[src/rtl/btn_conditioner_pkg.sv]
// Shared constants and types for the push-button front end: button indices,
// default 100 MHz timing and the hold/repeat phase encoding.
package btn_conditioner_pkg;

  localparam int unsigned BTN_C = 0;
  localparam int unsigned BTN_U = 1;
  localparam int unsigned BTN_L = 2;
  localparam int unsigned BTN_R = 3;
  localparam int unsigned BTN_D = 4;

  localparam int unsigned DEF_NUM_BTN         = 5;
  localparam int unsigned DEF_DEBOUNCE_CYCLES = 1_000_000;   // 10 ms
  localparam int unsigned DEF_HOLD_CYCLES     = 50_000_000;  // 0.5 s
  localparam int unsigned DEF_REPEAT_CYCLES   = 10_000_000;  // 0.1 s

  // Per-channel long-press phase: waiting for the first hold strobe, or repeating.
  typedef enum logic {
    HOLD_WAIT   = 1'b0,
    HOLD_REPEAT = 1'b1
  } hold_phase_t;

  function automatic int unsigned maxU(input int unsigned a, input int unsigned b);
    return (a > b) ? a : b;
  endfunction

endpackage

[src/rtl/btn_debounce_ch.sv]
// Single button channel: 2-FF synchroniser, restart-on-glitch debouncer,
// registered press/release strobes and long-press auto-repeat strobe.
module btn_debounce_ch
  import btn_conditioner_pkg::*;
#(
  parameter int unsigned DEBOUNCE_CYCLES = DEF_DEBOUNCE_CYCLES,
  parameter int unsigned HOLD_CYCLES     = DEF_HOLD_CYCLES,
  parameter int unsigned REPEAT_CYCLES   = DEF_REPEAT_CYCLES
) (
  input  logic clk,
  input  logic rst_n,
  input  logic btnRaw,
  output logic btnLevel,
  output logic btnPress,
  output logic btnRelease,
  output logic btnHold
);

  localparam int unsigned DB_W   = $clog2(DEBOUNCE_CYCLES);
  localparam int unsigned HOLD_W = $clog2(maxU(HOLD_CYCLES, REPEAT_CYCLES));

  localparam logic [DB_W-1:0]   DB_LAST   = DB_W'(DEBOUNCE_CYCLES - 1);
  localparam logic [HOLD_W-1:0] HOLD_LAST = HOLD_W'(HOLD_CYCLES - 1);
  localparam logic [HOLD_W-1:0] REP_LAST  = HOLD_W'(REPEAT_CYCLES - 1);

  logic [1:0]        syncQ;
  logic              stableQ, stableD;
  logic [DB_W-1:0]   dbCntQ, dbCntD;
  logic [HOLD_W-1:0] holdCntQ, holdCntD;
  hold_phase_t       phaseQ, phaseD;
  logic              pressQ, pressD;
  logic              releaseQ, releaseD;
  logic              holdQ, holdD;

  logic              synced;
  logic              dbDone;
  logic [HOLD_W-1:0] holdLimit;

  assign synced = syncQ[1];

  // Next-state logic for debounce, strobes and hold/repeat.
  always_comb begin
    stableD   = stableQ;
    dbCntD    = '0;
    pressD    = 1'b0;
    releaseD  = 1'b0;
    holdD     = 1'b0;
    holdCntD  = holdCntQ;
    phaseD    = phaseQ;
    holdLimit = (phaseQ == HOLD_REPEAT) ? REP_LAST : HOLD_LAST;

    dbDone = (synced != stableQ) && (dbCntQ == DB_LAST);

    if (dbDone) begin
      stableD  = synced;
      pressD   = synced;
      releaseD = ~synced;
    end else if (synced != stableQ) begin
      dbCntD = dbCntQ + DB_W'(1);
    end

    // Strobes are registered in the same edge that updates the level, so the
    // hold strobe must be suppressed on the edge where the level falls.
    if (!stableQ) begin
      holdCntD = '0;
      phaseD   = HOLD_WAIT;
    end else if (holdCntQ == holdLimit) begin
      holdCntD = '0;
      phaseD   = HOLD_REPEAT;
      holdD    = ~releaseD;
    end else begin
      holdCntD = holdCntQ + HOLD_W'(1);
    end
  end

  // State register with synchronous active-low reset.
  always_ff @(posedge clk) begin
    if (!rst_n) begin
      syncQ    <= '0;
      stableQ  <= 1'b0;
      dbCntQ   <= '0;
      holdCntQ <= '0;
      phaseQ   <= HOLD_WAIT;
      pressQ   <= 1'b0;
      releaseQ <= 1'b0;
      holdQ    <= 1'b0;
    end else begin
      syncQ    <= {syncQ[0], btnRaw};
      stableQ  <= stableD;
      dbCntQ   <= dbCntD;
      holdCntQ <= holdCntD;
      phaseQ   <= phaseD;
      pressQ   <= pressD;
      releaseQ <= releaseD;
      holdQ    <= holdD;
    end
  end

  assign btnLevel   = stableQ;
  assign btnPress   = pressQ;
  assign btnRelease = releaseQ;
  assign btnHold    = holdQ;

endmodule

[src/rtl/btn_conditioner.sv]
// Push-button front end: one independent conditioning channel per button pad.
module btn_conditioner
  import btn_conditioner_pkg::*;
#(
  parameter int unsigned NUM_BTN         = DEF_NUM_BTN,
  parameter int unsigned DEBOUNCE_CYCLES = DEF_DEBOUNCE_CYCLES,
  parameter int unsigned HOLD_CYCLES     = DEF_HOLD_CYCLES,
  parameter int unsigned REPEAT_CYCLES   = DEF_REPEAT_CYCLES
) (
  input  logic               clk,
  input  logic               rst_n,
  input  logic [NUM_BTN-1:0] btn_raw,
  output logic [NUM_BTN-1:0] btn_level,
  output logic [NUM_BTN-1:0] btn_press,
  output logic [NUM_BTN-1:0] btn_release,
  output logic [NUM_BTN-1:0] btn_hold
);

  // One conditioning channel per button.
  for (genvar i = 0; i < NUM_BTN; i++) begin : gCh
    btn_debounce_ch #(
      .DEBOUNCE_CYCLES(DEBOUNCE_CYCLES),
      .HOLD_CYCLES    (HOLD_CYCLES),
      .REPEAT_CYCLES  (REPEAT_CYCLES)
    ) uCh (
      .clk       (clk),
      .rst_n     (rst_n),
      .btnRaw    (btn_raw[i]),
      .btnLevel  (btn_level[i]),
      .btnPress  (btn_press[i]),
      .btnRelease(btn_release[i]),
      .btnHold   (btn_hold[i])
    );
  end

endmodule
[config.mk]
export PLATFORM = sky130hd
export DESIGN_NAME = btn_conditioner
export DESIGN_NICKNAME = d
export VERILOG_FILES = /design/src/rtl/btn_conditioner_pkg.sv /design/src/rtl/btn_debounce_ch.sv /design/src/rtl/btn_conditioner.sv
export SDC_FILE = /design/constraint.sdc
export NUM_CORES = 1
export LEC_CHECK = 0
export CORE_MARGIN = 4
export CORE_UTILIZATION = 55
export CTS_CLUSTER_SIZE = 8
export DETAILED_ROUTE_END_ITERATION = 10
export GPL_ROUTABILITY_DRIVEN = 1
export PLACE_DENSITY = 0.82
export SYNTH_ARGS = -nofsm -noshare
export SYNTH_HDL_FRONTEND = slang
export SYNTH_SLANG_ARGS = --single-unit
[constraint.sdc]
create_clock -name clk -period 2.8 [get_ports clk]
set_clock_uncertainty 0.15 [all_clocks]
set_input_delay 0.28 -clock clk [delete_from_list [all_inputs] [get_ports clk]]
set_output_delay 0.28 -clock clk [all_outputs]
set_load 0.05 [all_outputs]
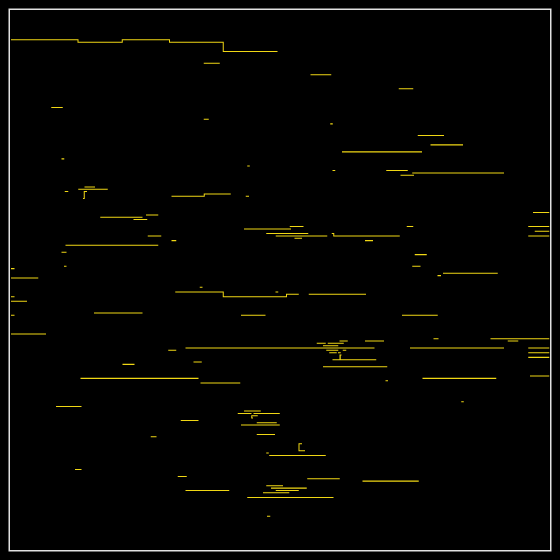
Figure 1: met3 routing.
The layer holds 3.7% of the routed length. The wires run mostly horizontal. The longest straight run is 54.7 um.
Post-Route WL: 24610 um
via count: 10110
met3 GRT Util: 3.134%

==> impl_metrics.csv <==
group,metric,value,unit
timing,finalMaxSlewViolations,0,
layout,drive_gt1_share,7.543,%
place,dpl.hpwl,16260,um
setup_path,criticalPathCategory,"flip-flop to flip-flop",
routing,wl_met2,11790,um
global_route,grt_use_total,19.95,%
layout,nets,1406,
status,status,"finished clean",
timing,rsz0062_at_grt,"no",
clock_tree,cts_tree,"built",
place,placed_area,12640,um^2
global_route,antenna_found_initial,0,
layout,fin_area,13680,um^2
global_route,grt_remaining_overflow,0,
synth,ys_sh_xor,8.649,%
synth,ys_sh_simple,30.69,%
pwr,p_clk_share,51.3,%
synth,adder_share,1.021,%
routing,top_layer_used,"met4",
place,port_buffers,26,
clock_tree,clk_latency,0.50,ns
setup_path,slowest_stage,"or4_1",
floorplanning,coreArea,21890,um^2
clock_tree,cts_setup_buffers,0,
synth,synthAoiAreaFrac,11.95,%
timing,min_period,2.491,ns
setup_path,critPathLaunch,"gCh[0].uCh.holdCntQ[0]$_SDFF_PP0_",
global_route,grt_use_met1,26.41,%
routing,firstDrtPassIters,5,
global_route,grt.busiest_layer,"met2",
synth,yosysWarnings,0,
setup_path,cpLargestDelayFamily,"simple AND/OR/NAND/NOR gates",
pwr,p_leak,3.921,nW
synth,top_area_cell,"dfxtp_1",
synth,syn_area,12250,um^2
floorplanning,fp-utilization,55.97,%
setup_path,cp-start-kind,"flip-flop",
floorplanning,fp.dieH,157.3,um
clock_tree,path_clk_slew,0.05,ns
routing,drc,0,
place,pre_cts_slack,0.3158,ns
pwr,internal-power,6.363,mW
synth,top_cell_area_share,43.30,%
clock_tree,cts_root_buf,"clkbuf_16",
job,warnings,26,
synth,yosysSeqAreaShare,43.30,%
timing,hold_viol_final,0,
synth,top_cell,"dfxtp_1",
hold_path,min_to,"gCh[1].uCh.syncQ[0]$_SDFF_PN0_",
routing,wl_met1,11440,um
timing,setup_viol,0,
timing,layout_setup_ws,0.3092,ns
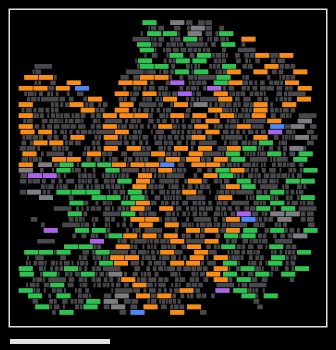
Figure 2: sequential cells colored by netlist name.
Bar = 50 um. Other sequential cells in the stronger gray, the rest of the logic in the fainter gray.
Key: orange = gCh.uCh.holdCntQ [placed flops 130]; purple = gCh.uCh.syncQ [placed flops 10]; blue = gCh.uCh.phaseQ [placed flops 5]; green = gCh.uCh.dbCntQ [placed flops 100, where spread over the die]
sequential cell power: 3.80 mW
Final Core Density: 62.51%
sequential share of cell area: 38.77%
sequential cell area: 5305 um^2

## area by class of cell
type / instances / area [um^2]
Tap cell: 280 / 350.3
Sequential cell: 265 / 5305
Multi-Input combinational cell: 997 / 6409
Fill cell: 1826 / 8208
Timing Repair Buffer: 51 / 447.9
Clock inverter: 2 / 10.01
Clock buffer: 42 / 1030
Inverter: 35 / 131.4
## cell usage in the layout, fill, tap and decap left out, types with 4 or more instances in the layout
| cell type | instances |
|---|---|
| a211oi_2 | 5 |
| nor3_1 | 87 |
| nor4b_1 | 20 |
| inv_1 | 34 |
| nand2_1 | 82 |
| nand4bb_1 | 4 |
| or2_2 | 8 |
| xor2_1 | 62 |
| a21oi_1 | 42 |
| clkdlybuf4s50_1 | 26 |
| buf_4 | 25 |
| xnor2_1 | 59 |
| nand4_1 | 57 |
| or4_4 | 7 |
| dfxtp_1 | 265 |
| o21ai_0 | 60 |
| or3_1 | 63 |
| or4_1 | 48 |
| and3_1 | 23 |
| ha_1 | 10 |
| clkbuf_16 | 41 |
| a211oi_1 | 54 |
| nor4_1 | 19 |
| nor3b_1 | 8 |
| o31ai_1 | 36 |
| and4_1 | 14 |
| nand3_1 | 83 |
| nor2_1 | 83 |
| and2_1 | 20 |
## cell families (layout without fill, tap and decap cells)
| group | after synthesis | in the layout |
|---|---|---|
| DFF | 265 | 265 |
| buffers and inverters | 114 | 130 |
| and+or+nand+nor | 650 | 650 |
| adders and majority gates | 10 | 10 |
| AOI/OAI and AO/OA | 216 | 216 |
| xor gates and xnor gates | 121 | 121 |
## power by group through the flow
stage,registers (mW),clock network [mW],logic [mW]
after CTS,3.80,4.15,0.0499
final,3.80,4.05,0.0494
after detailed placement,3.87,0,0.0495
after floorplan,3.87,0,0.0253
after global placement,3.87,0,0.0492
after global routing,3.79,4.33,0.0534
No activity file was given, so power comes from the tool's default toggle rates.
